**config.mk**
```make
export PLATFORM = sky130hd
export DESIGN_NAME = phased_array_ctrl
export DESIGN_NICKNAME = d
export VERILOG_FILES = /design/src/rtl/phased_array_ctrl.sv
export SDC_FILE = /design/constraint.sdc
export NUM_CORES = 1
export LEC_CHECK = 0
export ABC_CLOCK_PERIOD_IN_PS = 12600
export CORE_ASPECT_RATIO = 0.7
export CORE_MARGIN = 3
export CORE_UTILIZATION = 55
export DETAILED_ROUTE_END_ITERATION = 10
export PLACE_DENSITY = 0.71
export SLEW_MARGIN = 20
export SYNTH_ARGS = -nofsm -noshare
export SYNTH_HDL_FRONTEND = slang
export SYNTH_SLANG_ARGS = --single-unit
```
**constraint.sdc**
```tcl
create_clock -name clk -period 12.6 [get_ports clk]
set_input_delay 1.26 -clock clk [delete_from_list [all_inputs] [get_ports clk]]
set_output_delay 1.26 -clock clk [all_outputs]
set_load 0.03 [all_outputs]
```
**src/rtl/phased_array_ctrl.sv**
```systemverilog
// rtl/phased_array_ctrl.sv - double-buffered phased-array drive controller with byte command parser
module phased_array_ctrl #(
  parameter int NUM_CHANNELS = 16,
  parameter int CNT_MAX      = 256,
  parameter int CNT_W        = $clog2(CNT_MAX),
  parameter bit MASTER       = 1'b1
) (
  input  logic                    clk,
  input  logic                    rst,
  input  logic [7:0]              s_data,
  input  logic                    s_valid,
  output logic                    s_ready,
  input  logic                    sync_in,
  output logic                    sync_out,
  output logic [NUM_CHANNELS-1:0] trans,
  output logic                    period_start,
  output logic                    commit_pending,
  output logic                    cmd_err
);

  localparam int               CH_W      = (NUM_CHANNELS > 1) ? $clog2(NUM_CHANNELS) : 1;
  localparam logic [CNT_W-1:0] CNT_LAST  = CNT_W'(CNT_MAX - 1);
  localparam logic [CNT_W-1:0] CNT_HALF  = CNT_W'(CNT_MAX / 2);
  localparam logic [CNT_W-1:0] CNT_ONE   = CNT_W'(1);
  localparam logic [CNT_W:0]   CNT_FULL  = (CNT_W + 1)'(CNT_MAX);
  localparam logic [8:0]       NUM_CH_9  = 9'(NUM_CHANNELS);
  localparam logic [8:0]       CNT_MAX_9 = 9'(CNT_MAX);
  localparam logic [7:0]       DUTY_RST  = 8'(CNT_MAX / 2);

  localparam logic [7:0] OP_SET_PHASE = 8'h01;
  localparam logic [7:0] OP_COMMIT    = 8'h02;
  localparam logic [7:0] OP_SET_EN    = 8'h03;
  localparam logic [7:0] OP_SET_DUTY  = 8'h04;

  typedef enum logic [1:0] {
    ST_IDLE,
    ST_ARG1,
    ST_ARG2
  } state_e;

  // Parser state and frame holding registers
  state_e            state_q;
  logic [7:0]        opcode_q;
  logic [7:0]        ch_q;
  logic              commit_pending_q;
  logic              cmd_err_q;

  // Shadow bank (written by commands) and active bank (drives the outputs)
  logic [CNT_W-1:0]        shadow_phase_q [NUM_CHANNELS];
  logic [NUM_CHANNELS-1:0] shadow_en_q;
  logic [7:0]              shadow_duty_q;
  logic [CNT_W-1:0]        active_phase_q [NUM_CHANNELS];
  logic [NUM_CHANNELS-1:0] active_en_q;
  logic [7:0]              active_duty_q;

  // Period timing
  logic [CNT_W-1:0]        cnt_q;
  logic [CNT_W-1:0]        cnt_d;
  logic                    sync1_q;
  logic                    sync2_q;
  logic                    sync3_q;
  logic                    sync_out_q;
  logic                    period_start_q;
  logic [NUM_CHANNELS-1:0] trans_q;
  logic [NUM_CHANNELS-1:0] trans_d;

  logic            accept;
  logic            sync_edge;
  logic            boundary;
  logic            swap;
  logic            ch_ok;
  logic            ph_ok;
  logic [CH_W-1:0] ch_idx;

  // Input is held off for the whole commit window so the shadow bank stays frozen
  assign s_ready   = !commit_pending_q;
  assign accept    = s_valid && s_ready;

  // A slave restarts its period on a synchronised rising edge of sync_in
  assign sync_edge = (MASTER == 1'b0) && sync2_q && !sync3_q;
  assign boundary  = (cnt_q == CNT_LAST) || sync_edge;
  assign cnt_d     = boundary ? '0 : cnt_q + CNT_ONE;
  assign swap      = boundary && commit_pending_q;

  // Range checks use 9 bits so channel/phase limits up to 256 compare correctly
  assign ch_ok  = {1'b0, ch_q} < NUM_CH_9;
  assign ph_ok  = {1'b0, s_data} < CNT_MAX_9;
  assign ch_idx = ch_q[CH_W-1:0];

  // Command parser: opcode, then up to two argument bytes, writes land in the shadow bank
  always_ff @(posedge clk or posedge rst) begin
    if (rst) begin
      state_q          <= ST_IDLE;
      opcode_q         <= '0;
      ch_q             <= '0;
      commit_pending_q <= 1'b0;
      cmd_err_q        <= 1'b0;
      shadow_en_q      <= '1;
      shadow_duty_q    <= DUTY_RST;
      for (int i = 0; i < NUM_CHANNELS; i++) begin
        shadow_phase_q[i] <= '0;
      end
    end else begin
      cmd_err_q <= 1'b0;
      if (swap) begin
        commit_pending_q <= 1'b0;
      end
      if (accept) begin
        case (state_q)
          ST_IDLE: begin
            case (s_data)
              OP_SET_PHASE, OP_SET_EN, OP_SET_DUTY: begin
                opcode_q <= s_data;
                state_q  <= ST_ARG1;
              end
              OP_COMMIT: begin
                commit_pending_q <= 1'b1;
              end
              default: begin
                cmd_err_q <= 1'b1;
              end
            endcase
          end
          ST_ARG1: begin
            if (opcode_q == OP_SET_DUTY) begin
              shadow_duty_q <= s_data;
              state_q       <= ST_IDLE;
            end else begin
              ch_q    <= s_data;
              state_q <= ST_ARG2;
            end
          end
          ST_ARG2: begin
            state_q <= ST_IDLE;
            if (opcode_q == OP_SET_PHASE) begin
              if (ch_ok && ph_ok) begin
                shadow_phase_q[ch_idx] <= s_data[CNT_W-1:0];
              end else begin
                cmd_err_q <= 1'b1;
              end
            end else begin
              if (ch_ok) begin
                shadow_en_q[ch_idx] <= s_data[0];
              end else begin
                cmd_err_q <= 1'b1;
              end
            end
          end
          default: begin
            state_q <= ST_IDLE;
          end
        endcase
      end
    end
  end

  // Active bank takes the whole shadow bank at once on a committed period boundary
  always_ff @(posedge clk or posedge rst) begin
    if (rst) begin
      active_en_q   <= '1;
      active_duty_q <= DUTY_RST;
      for (int i = 0; i < NUM_CHANNELS; i++) begin
        active_phase_q[i] <= '0;
      end
    end else if (swap) begin
      active_en_q   <= shadow_en_q;
      active_duty_q <= shadow_duty_q;
      for (int i = 0; i < NUM_CHANNELS; i++) begin
        active_phase_q[i] <= shadow_phase_q[i];
      end
    end
  end

  // Two-flop synchroniser plus a third flop for rising-edge detection of sync_in
  always_ff @(posedge clk or posedge rst) begin
    if (rst) begin
      sync1_q <= 1'b0;
      sync2_q <= 1'b0;
      sync3_q <= 1'b0;
    end else begin
      sync1_q <= sync_in;
      sync2_q <= sync1_q;
      sync3_q <= sync2_q;
    end
  end

  // Period counter: wraps at CNT_MAX-1 or restarts on a slave sync edge
  always_ff @(posedge clk or posedge rst) begin
    if (rst) begin
      cnt_q <= '0;
    end else begin
      cnt_q <= cnt_d;
    end
  end

  // Per-channel phase offset modulo CNT_MAX, compared against the global duty
  for (genvar g = 0; g < NUM_CHANNELS; g++) begin : g_ch
    logic [CNT_W:0] diff;
    assign diff = (cnt_q >= active_phase_q[g])
                ? ({1'b0, cnt_q} - {1'b0, active_phase_q[g]})
                : ({1'b0, cnt_q} + CNT_FULL - {1'b0, active_phase_q[g]});
    assign trans_d[g] = active_en_q[g] && (9'(diff) < {1'b0, active_duty_q});
  end

  // Output registers, all one clock behind cnt so period_start lines up with trans for cnt 0
  always_ff @(posedge clk or posedge rst) begin
    if (rst) begin
      trans_q        <= '0;
      period_start_q <= 1'b0;
      sync_out_q     <= 1'b0;
    end else begin
      trans_q        <= trans_d;
      period_start_q <= (cnt_q == '0);
      sync_out_q     <= (cnt_q < CNT_HALF);
    end
  end

  assign trans          = trans_q;
  assign period_start   = period_start_q;
  assign commit_pending = commit_pending_q;
  assign cmd_err        = cmd_err_q;
  assign sync_out       = MASTER ? sync_out_q : sync2_q;

endmodule
```
==> impl_metrics.json, run 1 <==
{
  "clkTransAtPathRegs_ns": 0.07,
  "worst_slew_pin_slew_ns": 1.03,
  "io_pins": 33,
  "final_cell_area_mm2": 0.0235,
  "clock-sinks": 350,
  "port_buffers": 31,
  "startpoint_type": "register",
  "die_w_um": 241,
  "setup_violations": 0,
  "synth.logic.top_family": "multiplexers",
  "ant_nets": 0,
  "via_per_inst": 5.90,
  "routed_wl_um": 50600,
  "xor_share_pct": 4.11,
  "cp_slowest_stage_delay_ns": 0.79,
  "ir_worst_vdd_uv": 92.5,
  "hold_ws_ns": 0.489,
  "synth-async-reset-ratio_pct": 100,
  "cts_resized": 0,
  "num_vias": 14409,
  "reg2reg_from": "cnt_q[1]",
  "diodes": 0,
  "p_leak_nw": 11.2,
  "grt_max_degree": 177,
  "clock_latency_ns": 0.53,
  "top_cells_by_count": "dfrtp_1 (316), mux2_2 (298), ha_1 (242)",
  "synth_stat.cells": 1875,
  "final_util_pct": 62.4,
  "yosys_warnings": 0,
  "layout_top_cells": "dfrtp_1 (316), mux2_2 (298), ha_1 (242)",
  "netlist_area_mm2": 0.0213,
  "cp_max_fo": 9,
  "synthCells": 1875,
  "power_frac_comb_pct": 2.0,
  "grt_pass1_vias": 14381,
  "ys.flop_type": "dfrtp_1",
  "power_frac_seq_pct": 49.6,
  "edf_count": 0,
  "status": "complete, no violations",
  "hold_depth": 1,
  "dr.first_iter.drc_count": 844,
  "hold_class": "reg2reg",
  "critPathArrivalTime_ns": 4.29,
  "placed_cell_area_mm2": 0.0223,
  "cts_max_level": 2,
  "initCoreUtil_pct": 56.5,
  "switching_share_pct": 21.6,
  "cts-root-buf": "clkbuf_16",
  "drc": 0,
  "dp.cells": 2378,
  "synth_adder_area_share_pct": 15.7,
  "ys.flops": 350,
  "cts.hold.buffers_added": 0,
  "worstPathCellList": "inv_1, buf_4, fa_1, nor2b_1, o21ai_0, nand2b_1, a21o_1, a21oi_1, xnor2_1, ha_1, o21ai_0, a21oi_1, a2111oi_0",
  "overflow": 0,
  "dpl.hpwl_um": 32400,
  "power.switching_mw": 0.488,
  "hold_end": "active_phase_q[122]",
  "die_area_mm2": 0.0411,
  "path_class": "reg2reg",
  "synth.most_common_cell": "dfrtp_1",
  "crit_buf_inv": 2
}
[run 1: cell type report]
class / count / area, µm²
multi-input cells: 1320 / 11700
inverters: 161 / 612
fillers: 2967 / 14200
clock buffers: 52 / 1060
flip-flops and latches: 350 / 8800
well taps: 488 / 611
repair buffers: 60 / 548
clock inverters: 11 / 135
[run 1: state kept, by name, indices dropped and copies added (netlist names)]
signal and count:
active_phase_q 128, shadow_phase_q 128, active_en_q 16, shadow_en_q 16
trans 16, active_duty_q 8, ch_q 8, cnt_q 8
opcode_q 8, shadow_duty_q 8, state_q 2, cmd_err 1
commit_pending 1, period_start 1, sync_out 1
[run 1: per-layer routing]
layer  vias up  global-route usage, %  part of all wire [%]
li1       6797                      -                     -
met1      7190                   37.1                    49
met2       330                   39.4                    44
met3        92                   3.51                   4.7
met4         0                   7.14                   2.6
met5         -                      0                     0
[run 1: worst max-delay path by stage]
| stage | from | to | slack [ns] | depth (start not counted) |
|---|---|---|---|---|
| floorplan | rst | active_duty_q[0] | 1.69 | 1 |
| global placement | cnt_q[2] | active_phase_q[44] | 8.73 | 8 |
| detailed placement | cnt_q[2] | active_phase_q[43] | 8.67 | 8 |
| CTS | cnt_q[2] | active_phase_q[26] | 8.66 | 8 |
| global route | cnt_q[1] | trans[14] | 8.40 | 13 |
| finish | cnt_q[1] | trans[14] | 8.65 | 13 |
[run 1: power by group through the flow]
| stage | registers (mW) | logic [mW] | clock network, mW |
|---|---|---|---|
| 6_report | 1.12 | 0.0454 | 1.10 |
| 2_1_floorplan | 1.15 | 0.0234 | 0 |
| 3_5_place_dp | 1.14 | 0.0470 | 0 |
| 3_3_place_gp | 1.14 | 0.0458 | 0 |
| 5_1_grt | 1.12 | 0.0505 | 1.17 |
| 4_1_cts | 1.12 | 0.0472 | 1.12 |
Run 1, pin placement:
(2 px per µm) Pins as bars across the die edge, other pins in grey.
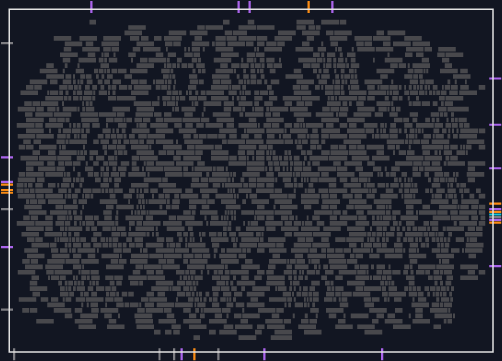
purple -> `trans`  # pins 16, direction output, edge 6 east, 4 north, 3 west, 3 south
cyan -> `period_start`  # pins 1, direction output, edge east
orange -> `s_data`  # pins 8, direction input, edge 3 west, 3 east, 1 north, 1 south

Run 1, wires at chosen ports, followed through buffers:
(1 px per µm)
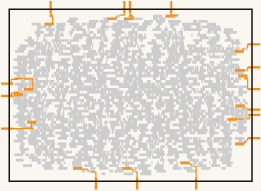
orange -> `trans`  # bits 16, direction output, end cells 16, wire 266 µm

Run 1, signal wires by layer:
(1 px per µm) Only two layers are drawn.
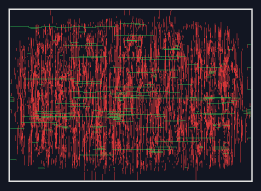
green -> M3  # wire length 2380 µm
red -> M2  # wire length 22.2 mm

Run 1, placement view:
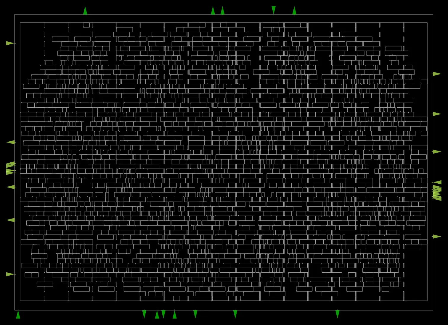
# rows: 59
# Taps: 488
fill count: 2967

Run 1, metal 2:
(2 px per µm)
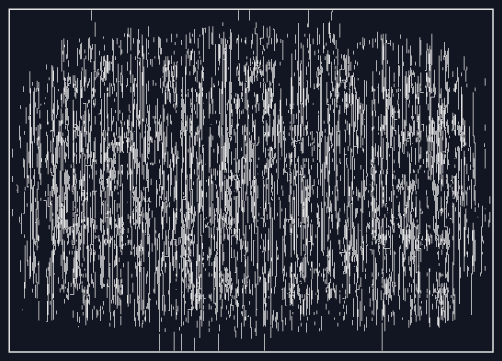

==> run 2, diff against run 1 <==
ABC_CLOCK_PERIOD_IN_PS = 3740   (was 12600)
clock period = 3.74 ns   (was 12.6 ns; I/O delays follow)
Run 2, metal 2:
(2 px per µm)
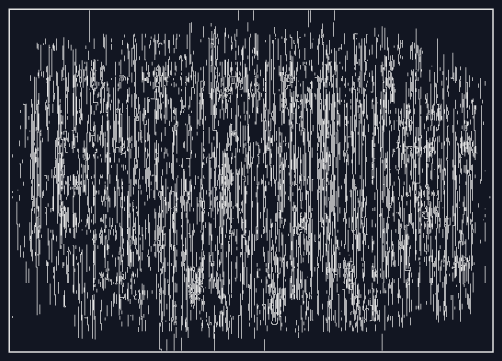
wire length on this layer = 21.5 mm
nets with wire on the layer = 1918
main direction = vertical

Run 2, pin placement:
(2 px per µm) Pins as bars across the die edge, other pins in grey.
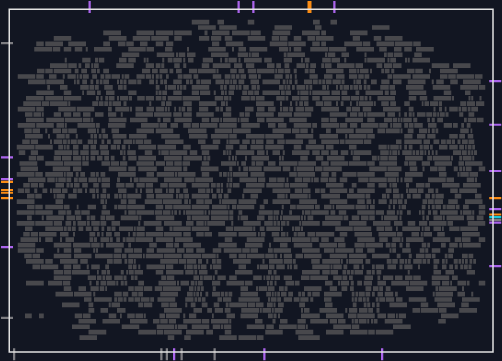
cyan -> `period_start`  # pins 1, direction output, edge east
orange -> `s_data`  # pins 8, direction input, edge 4 west, 2 east, 2 north
purple -> `trans`  # pins 16, direction output, edge 6 east, 4 north, 3 west, 3 south

Run 2, placement view:
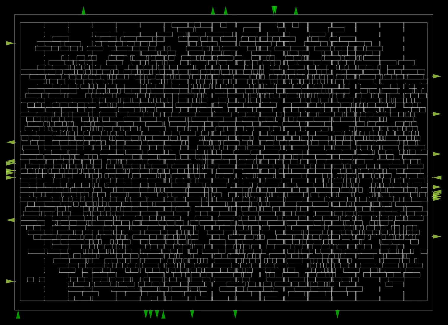
layout sequential cell count: 350
sequential portion of the cell area: 37.3%
core box area: 0.0376 mm²

==> run 2 against run 1 <==
Compared with the run above: synthesized area unchanged; power increased to 3.3 times the previous value; maximum frequency increased by 16%; clock power increased to 3.3 times the previous value; die area unchanged; first-iteration DRC count increased by 2.1%; sequential share of layout area decreased by 0.21 points; combinational power increased to 3.6 times the previous value.
==> impl_metrics.json, run 2 <==
{
  "status": "complete, no violations",
  "setup_violations": 0,
  "syn_to_final_growth_pct": 11.0,
  "rows": 59,
  "yosys_warnings": 0,
  "final_cell_area_mm2": 0.0236,
  "synth.most_common_cell": "dfrtp_1",
  "layout_top_cells": "dfrtp_1 (315), mux2_2 (298), ha_1 (242)",
  "drc": 0,
  "clock-sinks": 350,
  "critPathLaunch": "cnt_q[0]",
  "hold_viol": 0,
  "grt_max_degree": 112,
  "r2r_setup_slack_ns": 0.34,
  "ant_nets": 0,
  "cp_max_fo": 12,
  "layout-drive-gt1-share_pct": 24.0,
  "cts_max_level": 2,
  "routed_wl_um": 50300,
  "cts-root-buf": "clkbuf_16",
  "synth_stat.cells": 1875,
  "fillCellCount": 2926,
  "min_period_ns": 3.40,
  "yosysUniqueCellTypes": 60,
  "rsz0062_at_grt": "false",
  "synth-async-reset-ratio_pct": 100,
  "synthCells": 1875,
  "ys.flop_type": "dfrtp_1",
  "path_class": "reg2reg",
  "dpl.hpwl_um": 34300,
  "die_w_um": 241,
  "initCoreUtil_pct": 56.5,
  "cts_tree": "built",
  "dr.first_iter.drc_count": 862,
  "hold_ws_ns": 0.343,
  "final_util_pct": 62.7,
  "io_pins": 33,
  "endpoint": "trans[6]",
  "hold_class": "in2async",
  "dp.cells": 2394,
  "ir_worst_vdd_uv": 287,
  "netlist_area_mm2": 0.0213,
  "clock_latency_ns": 0.53,
  "placed_cell_area_mm2": 0.0224,
  "startpoint_type": "register",
  "reg2reg_from": "cnt_q[0]",
  "cts_made_buffers": 36,
  "die_y_um": 171,
  "r2r-end": "trans[6]",
  "cts.hold.buffers_added": 0,
  "top_cells_by_count": "dfrtp_1 (316), mux2_2 (298), ha_1 (242)",
  "nets": 2214,
  "largestRegisters": "active_phase_q: 128 flops, shadow_phase_q: 128 flops",
  "grt_pass1_vias": 14336,
  "p_leak_nw": 11.3,
  "edf_count": 0,
  "syn-num-nets": 2145,
  "die_area_mm2": 0.0411,
  "gp_congestion": 0.868,
  "clkTransAtPathRegs_ns": 0.07,
  "critPathArrivalTime_ns": 3.86,
  "syn_area_per_cell_um2": 11.4,
  "worst_slew_pin_slew_ns": 1.15,
  "port_buffers": 31,
  "via_per_inst": 5.88,
  "ys.flops": 350,
  "num_vias": 14461,
  "overflow": 0
}
-- run 2: cell type report --
class,count,area [µm²],area share [%]
diodes,1,2.50,0.0106
clock buffers,52,1060,4.50
clock inverters,11,119,0.503
inverters,161,608,2.57
multi-input cells,1320,11700,49.6
flip-flops and latches,350,8800,37.3
well taps,488,611,2.58
repair buffers,75,711,3.01
-- run 2: cell families after synthesis --
group	after synthesis	synth area share (%)
simple gates	306	8.15
buf+inv	205	3.68
xor+xnor	100	4.11
compound gates	340	10.0
flops	350	41.3
mux	316	17.0
fa+ha+maj	258	15.7
-- run 2: per-layer routing --
metal  share of wire (%)  track usage (%)  vias up
met5                   0                0        -
met3                 5.8             3.46       85
li1                    -                -     6815
met1                  49             37.6     7217
met4                 2.3             6.46        0
met2                  43             38.0      344
-- run 2: power by group --
part / switching, mW / internal, mW
Clock: 1.50 / 2.12
Sequential: 0.000101 / 3.79
Combinational: 0.137 / 0.0286
-- run 2: what timing repair did --
action	CTS	global route
endpoints found under the setup margin	0	1
setup buffers	0	0
resized	0	1
-- run 2: critical path, cell delays in order, from the launching register on --
cell       delay [ns]
dfrtp_1          0.44
inv_1            0.08
buf_4            0.23
ha_1             0.24
fa_1             0.41
nor2b_1          0.11
o21ai_0          0.11
a21boi_0         0.41
a21oi_1          0.10
ha_1             0.31
a2111oi_0        0.41
o21ai_0          0.16
a21oi_1          0.19
o31a_1           0.15
-- run 2: stage by stage --
| step | setup WS, ns | setup TNS [ns] |
|---|---|---|
| after floorplan | -1.29 | -409.32 |
| after global placement | 0.439 | 0 |
| after detailed placement | 0.386 | 0 |
| after CTS | 0.350 | 0 |
| after global routing | 0.0759 | 0 |
| final | 0.343 | 0 |
Run 2, wires at chosen ports, followed through buffers:
(1 px per µm)
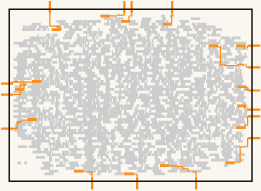

==> run 3, diff against run 2 <==
CORE_UTILIZATION = 40   (was 55)
PLACE_DENSITY = unset   (was 0.71)
Run 3, wires at chosen ports, followed through buffers:
(1 px per µm)
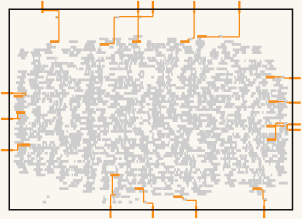
orange -> `trans`  # bits 16, direction output, end cells 16, wire 505 µm
io pins: 33
Port Buf Inserts: 31

Run 3, metal 2:
(1.5 px per µm)
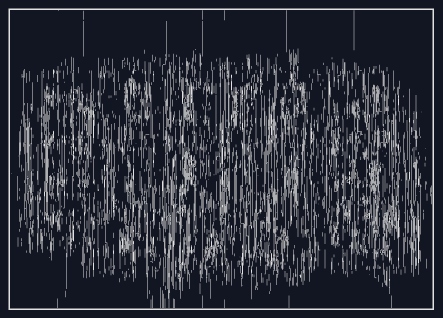
share of all routed wire = 42%
wire length on this layer = 22.5 mm
main direction = vertical
nets with wire on the layer = 1924
GR met2 Demand/Resource: 29.6%
Vias: 14.4k
Total Routed Length: 53300 µm

Run 3, placement view:
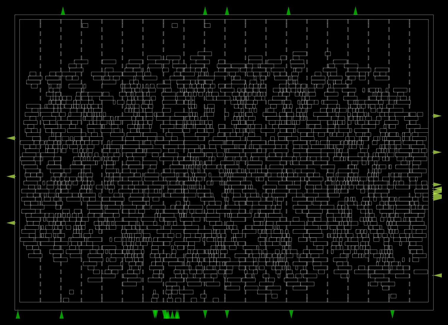
# rows: 70
final cell count without fillers: 2653
fill count: 4869
sequential portion of the cell area: 36.8%
post-layout util: 45.7%

==> run 3 against run 2 <==
Compared with the run above: clock skew is 0.011 ns higher; combinational power hardly changed; worst setup slack worse by 0.054 ns; global-route usage is 5.6 points lower; power is 2.2% higher; sequential share of layout area is 0.50 points lower; count of clock-buffer cells in the layout is 5 higher; synthesized cell count stayed put; synthesized area stayed put; sequential cell count stayed put; first-iteration DRC count is 12% lower.
==> impl_metrics.json, run 3 <==
{
  "cts_max_level": 2,
  "yosysUniqueCellTypes": 60,
  "layout_top_cells": "dfrtp_1 (316), mux2_2 (298), ha_1 (242)",
  "worstPathCellList": "inv_1, buf_12, ha_1, fa_1, nor2b_1, o21ai_0, nand2b_1, xor2_1, ha_1, a21o_1, a211oi_1, a21oi_1, a2111oi_1, buf_4",
  "initCoreUtil_pct": 40.6,
  "dr.first_iter.drc_count": 760,
  "clockBufferDepth": 3,
  "die_y_um": 199,
  "cts.hold.buffers_added": 0,
  "synth-async-reset-ratio_pct": 100,
  "syn_to_final_growth_pct": 12.5,
  "synth_stat.cells": 1875,
  "drc": 0,
  "cp_top_family": "AND-OR/OR-AND gates",
  "cts-root-buf": "clkbuf_16",
  "edf_count": 0,
  "cts_made_buffers": 36,
  "gp_congestion": 0.845,
  "postCtsSetupBuffers": 0,
  "rsz0062_at_grt": "false",
  "setup_violations": 0,
  "top_cells_by_count": "dfrtp_1 (316), mux2_2 (298), ha_1 (242)",
  "r2r_setup_slack_ns": 0.29,
  "power_frac_seq_pct": 49.0,
  "status": "complete, no violations",
  "syn_area_per_cell_um2": 11.4,
  "hold_class": "in2async",
  "layout-drive-gt1-share_pct": 24.0,
  "grt_pass1_wl_um": 83500,
  "ir_worst_vdd_uv": 275,
  "slowest_stage": "a2111oi_1",
  "maxPowerGroup": "registers",
  "ant_nets": 0,
  "cp.depth": 14,
  "yosys_warnings": 0,
  "ys.flops": 350,
  "p_leak_nw": 11.3,
  "overflow": 0,
  "powerClk_mw": 3.78,
  "synthCells": 1875,
  "r2r-end": "trans[0]",
  "synth.most_common_cell": "dfrtp_1",
  "clock_latency_ns": 0.54,
  "ys.flop_type": "dfrtp_1",
  "power.share.clock_pct": 48.9,
  "netlist_area_mm2": 0.0213,
  "critPathMostFrequentCell": "ha_1",
  "power_frac_comb_pct": 2.1,
  "comb-power_mw": 0.165,
  "nets": 2213,
  "clkTransAtPathRegs_ns": 0.07,
  "pre_cts_slack_ns": 0.301,
  "min_period_ns": 3.45,
  "cp_max_fo": 15,
  "finalWorstSetupSlack_ns": 0.289,
  "largestRegisters": "active_phase_q: 128 flops, shadow_phase_q: 128 flops",
  "sequentialPower_mw": 3.79,
  "grt_max_degree": 114,
  "critPathArrivalTime_ns": 3.92,
  "p_int_mw": 6.07,
  "cts_tree": "built",
  "powerDensity_mw_per_mm2": 323,
  "power.switching_mw": 1.66,
  "reg2reg_from": "cnt_q[0]",
  "hold_viol": 0,
  "dpl.hpwl_um": 36000,
  "cp_slowest_stage_delay_ns": 0.45,
  "cts_resized": 0,
  "syn-num-nets": 2145,
  "startpoint_type": "register",
  "core_area_mm2": 0.0524,
  "path_class": "reg2reg",
  "switching_share_pct": 21.5,
  "logic_area_mm2": 0.0117,
  "via_per_inst": 5.42
}
-- run 3: netlist changes by cell type in the layout (fill, tap and decap cells not counted), sizes merged --
cell,before,now
buf,45,44
clkinv,8,4
bufinv,2,3
clkbuf,52,57
clkinvlp,2,1
diode,1,0
-- run 3: worst max path at each step --
stage                  start                to  slack [ns]
detailed placement  cnt_q[0]         trans[14]        0.30
global route        cnt_q[0]          trans[6]        0.02
finish              cnt_q[0]          trans[0]        0.29
floorplan                rst  active_duty_q[0]       -1.29
global placement    cnt_q[0]         trans[14]        0.25
CTS                 cnt_q[0]         trans[14]        0.24
-- run 3: cells by family after synthesis --
| family | after synthesis | synth area share (%) |
|---|---|---|
| flops | 350 | 41.3 |
| compound gates | 340 | 10.0 |
| mux | 316 | 17.0 |
| simple gates | 306 | 8.15 |
| fa+ha+maj | 258 | 15.7 |
| buf+inv | 205 | 3.68 |
| xor+xnor | 100 | 4.11 |
-- run 3: final cells by class --
cell class                      instances  area share, %
Clock buffer                           57           4.68
Inverter                              161           2.54
Sequential cell                       350           36.8
Tap cell                              684           3.57
Clock inverter                          7          0.460
Multi-Input combinational cell       1320           48.9
Timing Repair Buffer                   74           3.04
-- run 3: metrics by stage --
step           power [mW]  hold WS [ns]  std cells  instance area [µm²]  setup TNS, ns
2_1_floorplan        3.94         0.448       1875                21300        -409.32
3_3_place_gp         4.02         0.471       2589                22700              0
3_5_place_dp         4.03         0.472       2589                22700              0
4_1_cts              7.85         0.281       2653                23900              0
5_1_grt              8.02         0.307       2653                23900              0
6_report             7.73         0.274       2653                23900              0
-- run 3: per-layer routing --
layer  global-route usage, %  part of all wire [%]  vias up
li1                        -                     -     6805
met1                    28.8                    51     7249
met2                    29.6                    42      243
met3                    2.80                   4.2       74
met4                    4.81                   2.3        0
met5                       0                     0        -
No activity file was given, so power comes from the tool's default toggle rates.
